==> run_1/clocks.png <==
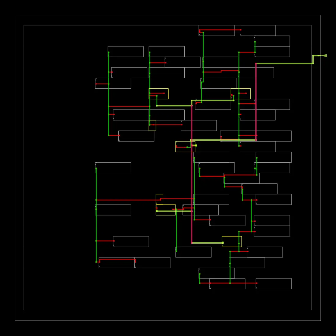
==> run_1/placement_by_type.png <==
Fill, decap, tap and diode cells in grey.
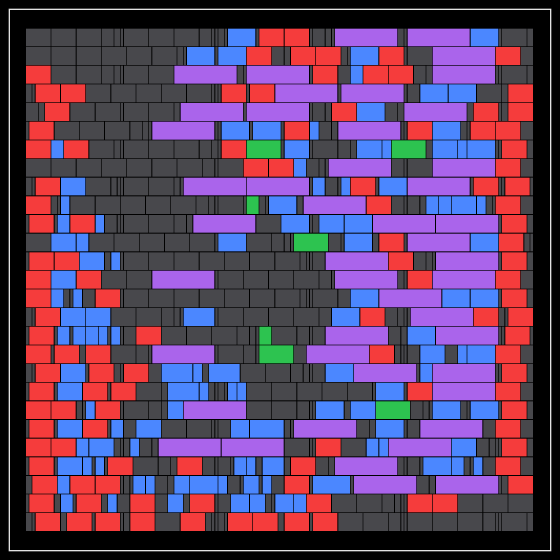
==> run_1/clk_routes.png <==
The bar under the picture is 20 um long.
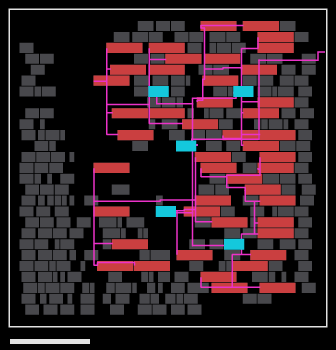
**src/rtl/jtkiwi_vram_sched_pkg.sv**
```systemverilog
// Shared definitions for the code-VRAM time-slot scheduler: slot IDs, CPU FSM states, bus widths.
package jtkiwi_vram_sched_pkg;

   localparam int unsigned VRAM_AW = 12;
   localparam int unsigned VRAM_DW = 16;

   localparam logic [1:0] SLOT_TM   = 2'd0;
   localparam logic [1:0] SLOT_CPU0 = 2'd1;
   localparam logic [1:0] SLOT_OBJ  = 2'd2;
   localparam logic [1:0] SLOT_CPU1 = 2'd3;

   typedef enum logic [1:0] {
      ST_IDLE    = 2'd0,
      ST_GRANT   = 2'd1,
      ST_CAPTURE = 2'd2,
      ST_DONE    = 2'd3
   } cpu_state_t;

endpackage

```
**src/rtl/jtkiwi_sched_cpu.sv**
```systemverilog
// CPU side of the VRAM scheduler: takes a free slot, holds the CPU in wait and captures read data.
module jtkiwi_sched_cpu
   import jtkiwi_vram_sched_pkg::*;
#(
   parameter int unsigned DW = VRAM_DW
)(
   input  logic            clk,
   input  logic            rst,
   input  logic            slot_free,
   input  logic            cpu_req,
   input  logic            cpu_rnw,
   input  logic            cpu_a12,
   input  logic [DW-1:0]   mem_dout,
   output logic            grant,
   output logic            cpu_wait,
   output logic [DW/2-1:0] cpu_din
);

   cpu_state_t state;
   logic       a12_q;

   // Grant is combinational so the address reaches the VRAM in the slot itself.
   assign grant    = slot_free & cpu_req & (state == ST_IDLE);
   assign cpu_wait = cpu_req & (state != ST_DONE);

   // Read data is valid during GRANT, so it is latched on the edge entering CAPTURE.
   always_ff @(posedge clk or posedge rst) begin
      if (rst) begin
         state   <= ST_IDLE;
         a12_q   <= 1'b0;
         cpu_din <= '0;
      end else begin
         case (state)
            ST_IDLE: begin
               if (grant) begin
                  state <= ST_GRANT;
                  a12_q <= cpu_a12;
               end
            end
            ST_GRANT: begin
               if (!cpu_req) begin
                  state <= ST_IDLE;
               end else if (cpu_rnw) begin
                  cpu_din <= a12_q ? mem_dout[DW-1:DW/2] : mem_dout[DW/2-1:0];
                  state   <= ST_CAPTURE;
               end else begin
                  state <= ST_DONE;
               end
            end
            ST_CAPTURE: state <= ST_DONE;
            ST_DONE: begin
               if (!cpu_req) state <= ST_IDLE;
            end
         endcase
      end
   end

endmodule

```
**src/rtl/jtkiwi_vram_sched.sv**
```systemverilog
// Time-slot scheduler sharing the single-port code VRAM between tilemap, object LUT and CPU.
// Define JTKIWI_VBLANK_CPU_EN to let a pending CPU request also take GFX slots while LVBL is low.
module jtkiwi_vram_sched
   import jtkiwi_vram_sched_pkg::*;
#(
   parameter int unsigned AW = VRAM_AW,
   parameter int unsigned DW = VRAM_DW
)(
   input  logic            clk,
   input  logic            rst,
   input  logic            LVBL,
   input  logic            cpu_req,
   input  logic            cpu_rnw,
   input  logic [AW:0]     cpu_addr,
   input  logic [DW/2-1:0] cpu_dout,
   output logic [DW/2-1:0] cpu_din,
   output logic            cpu_wait,
   input  logic [AW-1:0]   tm_addr,
   output logic            tm_cen,
   output logic [DW-1:0]   tm_data,
   input  logic [AW-1:0]   lut_addr,
   output logic            lut_cen,
   output logic [DW-1:0]   lut_data,
   output logic [AW-1:0]   mem_addr,
   output logic [1:0]      mem_we,
   output logic [DW-1:0]   mem_din,
   input  logic [DW-1:0]   mem_dout
);

   logic [1:0] slot;
   logic       gfx_slot;
   logic       vb_cpu;
   logic       slot_free;
   logic       grant;
   logic       gfx_own;

   assign gfx_slot = (slot == SLOT_TM) || (slot == SLOT_OBJ);

`ifdef JTKIWI_VBLANK_CPU_EN
   assign vb_cpu = ~LVBL;
`else
   logic unused_lvbl;
   assign unused_lvbl = LVBL;
   assign vb_cpu      = 1'b0;
`endif

   assign slot_free = ~rst & (~gfx_slot | vb_cpu);
   assign tm_cen    = ~rst & (slot == SLOT_TM);
   assign lut_cen   = ~rst & (slot == SLOT_OBJ);

   // A GFX slot taken by the CPU drives the CPU address instead.
   always_comb begin
      mem_addr = cpu_addr[AW-1:0];
      if (!grant) begin
         if (slot == SLOT_TM)       mem_addr = tm_addr;
         else if (slot == SLOT_OBJ) mem_addr = lut_addr;
      end
   end

   assign mem_we  = (grant && !cpu_rnw) ? {cpu_addr[AW], ~cpu_addr[AW]} : 2'b00;
   assign mem_din = {2{cpu_dout}};

   jtkiwi_sched_cpu #(.DW(DW)) u_cpu (
      .clk       (clk),
      .rst       (rst),
      .slot_free (slot_free),
      .cpu_req   (cpu_req),
      .cpu_rnw   (cpu_rnw),
      .cpu_a12   (cpu_addr[AW]),
      .mem_dout  (mem_dout),
      .grant     (grant),
      .cpu_wait  (cpu_wait),
      .cpu_din   (cpu_din)
   );

   // gfx_own remembers whether the previous slot's read belongs to the GFX side.
   always_ff @(posedge clk or posedge rst) begin
      if (rst) begin
         slot     <= SLOT_TM;
         gfx_own  <= 1'b0;
         tm_data  <= '0;
         lut_data <= '0;
      end else begin
         slot    <= slot + 2'd1;
         gfx_own <= gfx_slot & ~grant;
         if (gfx_own && slot == SLOT_CPU0) tm_data  <= mem_dout;
         if (gfx_own && slot == SLOT_CPU1) lut_data <= mem_dout;
      end
   end

endmodule

```
**config.mk**
```make
export PLATFORM = sky130hd
export DESIGN_NAME = jtkiwi_vram_sched
export DESIGN_NICKNAME = d
export VERILOG_FILES = /design/src/rtl/jtkiwi_vram_sched_pkg.sv /design/src/rtl/jtkiwi_sched_cpu.sv /design/src/rtl/jtkiwi_vram_sched.sv
export SDC_FILE = /design/constraint.sdc
export NUM_CORES = 1
export LEC_CHECK = 0
export CORE_MARGIN = 2
export CORE_UTILIZATION = 40
export DETAILED_ROUTE_END_ITERATION = 8
export GPL_ROUTABILITY_DRIVEN = 1
export PLACE_DENSITY = 0.9
export SKIP_CTS_REPAIR_TIMING = 1
export SLEW_MARGIN = 20
export SYNTH_ARGS = -nofsm -noshare
export SYNTH_HDL_FRONTEND = slang
export SYNTH_SLANG_ARGS = --single-unit
```
**constraint.sdc**
```tcl
create_clock -name clk -period 7.5 [get_ports clk]
set_clock_uncertainty 0.15 [all_clocks]
set_input_delay 1.875 -clock clk [delete_from_list [all_inputs] [get_ports clk]]
set_output_delay 1.875 -clock clk [all_outputs]
set_load 0.01 [all_outputs]
```
==> results.json, run 1 <==
{
  "fillers": 417,
  "hp-class": "register to register",
  "hold_viol": 0,
  "mi_logic_area_um2": 913,
  "peakVddDrop_uv": 120,
  "finalNetCount": 353,
  "cts_buffer_depth": 2,
  "grt_use_total_pct": 17.5,
  "htreeDepth": 2,
  "outcome": "completed",
  "grt_max_degree": 47,
  "log.warning_count": 30,
  "cpMostUsedCell": "clkdlybuf4s50_1",
  "yosysWarnings": 0,
  "wl_per_cell_um": 14.9,
  "power_leakage_uw": 0.00137,
  "cts-root-buf": "clkbuf_8",
  "tritoncts": "done",
  "startpoint": "rst",
  "synth_cell_types": 24,
  "max_stage_delay_ps": 570,
  "crit_chain": "clkdlybuf4s50_1 -> or3_4 -> or4b_4 -> nor3b_1 -> clkdlybuf4s50_1",
  "hold_start": "u_cpu.cpu_din[4]"
}
Notes on clocks.png above:
Clock Sinks: 46
Clock Power: 137 uW
CLK BUF: 5

Notes on placement_by_type.png above:
legend:
  sequential cells:
    colour: purple
    cells: 46
    share_of_their_area: 35%
  combinational and other logic:
    colour: blue
    cells: 117
    share_of_their_area: 28%
  remaining buffers and delay cells:
    colour: red
    cells: 113
    share_of_their_area: 34%
  clock drivers and dummy loads:
    colour: green
    cells: 7
    share_of_their_area: 2.4%

Notes on clk_routes.png above:
legend:
  clock wires:
    colour: magenta
    length: 497 um
  clock drivers:
    colour: cyan
    count: 5
  flip-flops:
    colour: red
    count: 46
routed clock nets: 6
clock share of power: 21.2%
Worst-Skew Late Latency: 290 ps

## run 1: state kept, by name (all words and copies together) (netlist names), named ones only
name,cells
u_cpu.cpu_din,8
lut_data,16
tm_data,16
gfx_own,1
u_cpu.a12_q,1
slot,2
u_cpu.state,1
## run 1: final timing paths
check	to	slack, ps	cells past startpoint
worst max-delay path	mem_we[1]	1510	5
worst min-delay path	u_cpu.cpu_din[4]	330	2
worst max register to register	u_cpu.a12_q	4990	5
worst min register to register	u_cpu.cpu_din[4]	330	2
max in group asynchronous	tm_data[3]	4590	2
min in group asynchronous	async pin	2020	2
## run 1: where the power goes
part / switching, uW / internal [uW] / total, uW / leakage, uW
combinational: 69.7 / 122 / 192 / 0.000787
clock: 74.7 / 62.5 / 137 / 0.0000438
sequential: 34.4 / 285 / 319 / 0.000542
## run 1: metal layers
layer  wire length [um]  track usage (%)  share of wire (%)
met1               2000             18.6                 38
met5                  0                0                  0
met2               2780             33.2                 53
met4                 57             5.26                1.1
met3                458             4.89                8.6
## run 1: layout make-up
| class | count | area share, % |
|---|---|---|
| multi-input cells | 114 | 27.1 |
| clock buffers | 5 | 2.04 |
| flip-flops and latches | 46 | 34.1 |
| repair buffers | 113 | 33.5 |
| clock inverters | 2 | 0.297 |
| inverters | 3 | 0.334 |
| well taps | 72 | 2.67 |
## run 1: stage by stage
stage,hold WS (ps),cells,setup slack [ps]
finish,334,355,1510
global route,354,355,1410
CTS,337,355,1510
detailed placement,319,348,1510
global placement,311,348,1530
floorplan,315,188,2450
## run 1: synth_stat cells (all sizes together)
master	instances
buf	17
nand2	23
or2	1
nor2	1
mux2	33
nor3	1
or3	1
nor3b	1
or4b	1
o21ai	20
inv	3
ha	4
o22ai	1
a21boi	1
mux2i	20
nor2b	3
a21o	1
clkbuf	8
nand4b	1
a21oi	1
dfrtp	46
==> run 2, diff against run 1 <==
--- a/config.mk
+++ b/config.mk
@@ -6,10 +6,10 @@
 export NUM_CORES = 1
 export LEC_CHECK = 0
 export CORE_MARGIN = 2
-export CORE_UTILIZATION = 40
+export CORE_UTILIZATION = 33
 export DETAILED_ROUTE_END_ITERATION = 8
 export GPL_ROUTABILITY_DRIVEN = 1
-export PLACE_DENSITY = 0.9
+export PLACE_DENSITY = 0.8
 export SKIP_CTS_REPAIR_TIMING = 1
 export SLEW_MARGIN = 20
 export SYNTH_ARGS = -nofsm -noshare
==> constraint.sdc (replaced) <==
create_clock -name clk -period 5.25 [get_ports clk]
set_clock_uncertainty 0.15 [all_clocks]
set_input_delay 1.3125 -clock clk [delete_from_list [all_inputs] [get_ports clk]]
set_output_delay 1.3125 -clock clk [all_outputs]
set_load 0.01 [all_outputs]
==> results.json, run 2 <==
{
  "startpoint": "rst",
  "synth_cell_types": 24,
  "synthArstFlopShare_pct": 100,
  "pre_cts_ws_ps": 354,
  "cpMostUsedCell": "clkdlybuf4s50_1",
  "top_power_group": "registers",
  "cts_buffer_depth": 2,
  "p_int_uw": 673,
  "rrSetupSlack_ps": 2720,
  "setup_ws_ps": 364,
  "clkPwrFrac_pct": 21.4,
  "endpoint": "mem_we[1]",
  "grt_use_total_pct": 15.1,
  "top_regs": "lut_data x16, tm_data x16, u_cpu.cpu_din x8",
  "log.warning_count": 30,
  "ys.flop_type": "dfrtp_1",
  "peakVddDrop_uv": 106,
  "worstHoldPathCells": 2,
  "power_frac_comb_pct": 29.4,
  "grt_max_degree": 47,
  "max_stage_delay_ps": 570,
  "timing.rr.end": "u_cpu.a12_q",
  "seq_power_uw": 459,
  "hp-class": "register to register",
  "power_leakage_uw": 0.00137,
  "synthTopCellsByCount": "dfrtp_1 (46), mux2_2 (32), nand2_1 (23), mux2i_1 (20), o21ai_0 (20)",
  "clkLatencyLatePin_ps": 290,
  "p_comb_uw": 275,
  "htreeDepth": 2,
  "crit_required_ps": 3790,
  "tritoncts": "done",
  "p_sw_share_pct": 28.0,
  "layoutNonFillerInstCount": 363,
  "outcome": "completed",
  "finalNetCount": 353,
  "crit_chain": "clkdlybuf4s50_1 -> or3_4 -> or4b_4 -> nor3b_1 -> clkdlybuf4s50_1",
  "p_sw_uw": 261
}
## run 2: netlist changes by cell type in the layout (fill, tap and decap cells not counted), sizes merged
cell,before,now
clkbuf,5,7
clkinv,2,0
## run 2: through the flow
| stage | total power, uW | utilization, % |
|---|---|---|
| 2_1_floorplan | 583 | - |
| 3_3_place_gp | 735 | 49.5 |
| 3_5_place_dp | 748 | 49.5 |
| 4_1_cts | 952 | 50.6 |
| 5_1_grt | 992 | 50.6 |
| 6_report | 935 | 50.6 |
## run 2: worst min-delay path by stage
stage,start,endpoint,slack [ps]
2_1_floorplan,slot[0],slot[0],310
3_3_place_gp,u_cpu.cpu_din[6],u_cpu.cpu_din[6],310
3_5_place_dp,u_cpu.cpu_din[1],u_cpu.cpu_din[1],330
4_1_cts,u_cpu.cpu_din[1],u_cpu.cpu_din[1],350
5_1_grt,lut_data[15],lut_data[15],370
6_report,u_cpu.cpu_din[1],u_cpu.cpu_din[1],340
## run 2: routing by layer
metal	track usage, %	wire [um]
met4	5.68	102
met2	27.8	2950
met5	0	0
met3	3.90	370
met1	16.5	2100
## run 2: cell families (layout without fill, tap and decap cells)
| kind of cell | Yosys count | count (layout) |
|---|---|---|
| fa+ha+maj | 4 | 4 |
| compound gates | 24 | 24 |
| buf+inv | 28 | 123 |
| mux | 53 | 53 |
| simple gates | 33 | 33 |
| flops | 46 | 46 |
## run 2: critical path, delay by kind of cell
family / cells / cell delay (ps)
buffers and inverters: 2 / 1040
AND/OR/NAND/NOR: 3 / 1070
## run 2: area by class of cell
type | instances | area [um2]
Clock buffer | 7 | 76.3
Fill cell | 621 | 3300
Inverter | 3 | 11.3
Multi-Input combinational cell | 114 | 913
Sequential cell | 46 | 1150
Tap cell | 80 | 100
Timing Repair Buffer | 113 | 1130
==> run_2/placement_by_type.png <==
Fill, decap, tap and diode cells in grey.
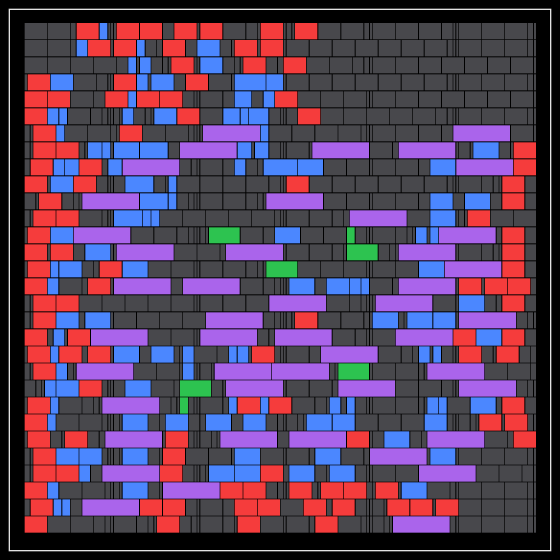
legend:
  clock drivers and dummy loads:
    colour: green
    cells: 7
    share_of_their_area: 2.3%
  sequential cells:
    colour: purple
    cells: 46
    share_of_their_area: 35%
  remaining buffers and delay cells:
    colour: red
    cells: 113
    share_of_their_area: 34%
  combinational and other logic:
    colour: blue
    cells: 117
    share_of_their_area: 28%

==> run_2/clk_routes.png <==
The bar under the picture is 20 um long.
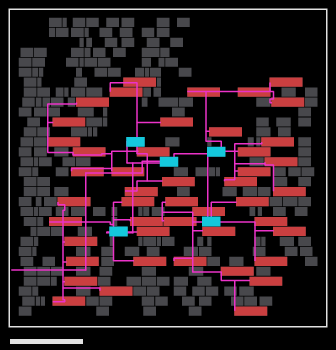
legend:
  flip-flops:
    colour: red
    count: 46
  clock wires:
    colour: magenta
    length: 578 um
  clock drivers:
    colour: cyan
    count: 5
routed clock nets: 6

No activity file was given, so power comes from the tool's default toggle rates.
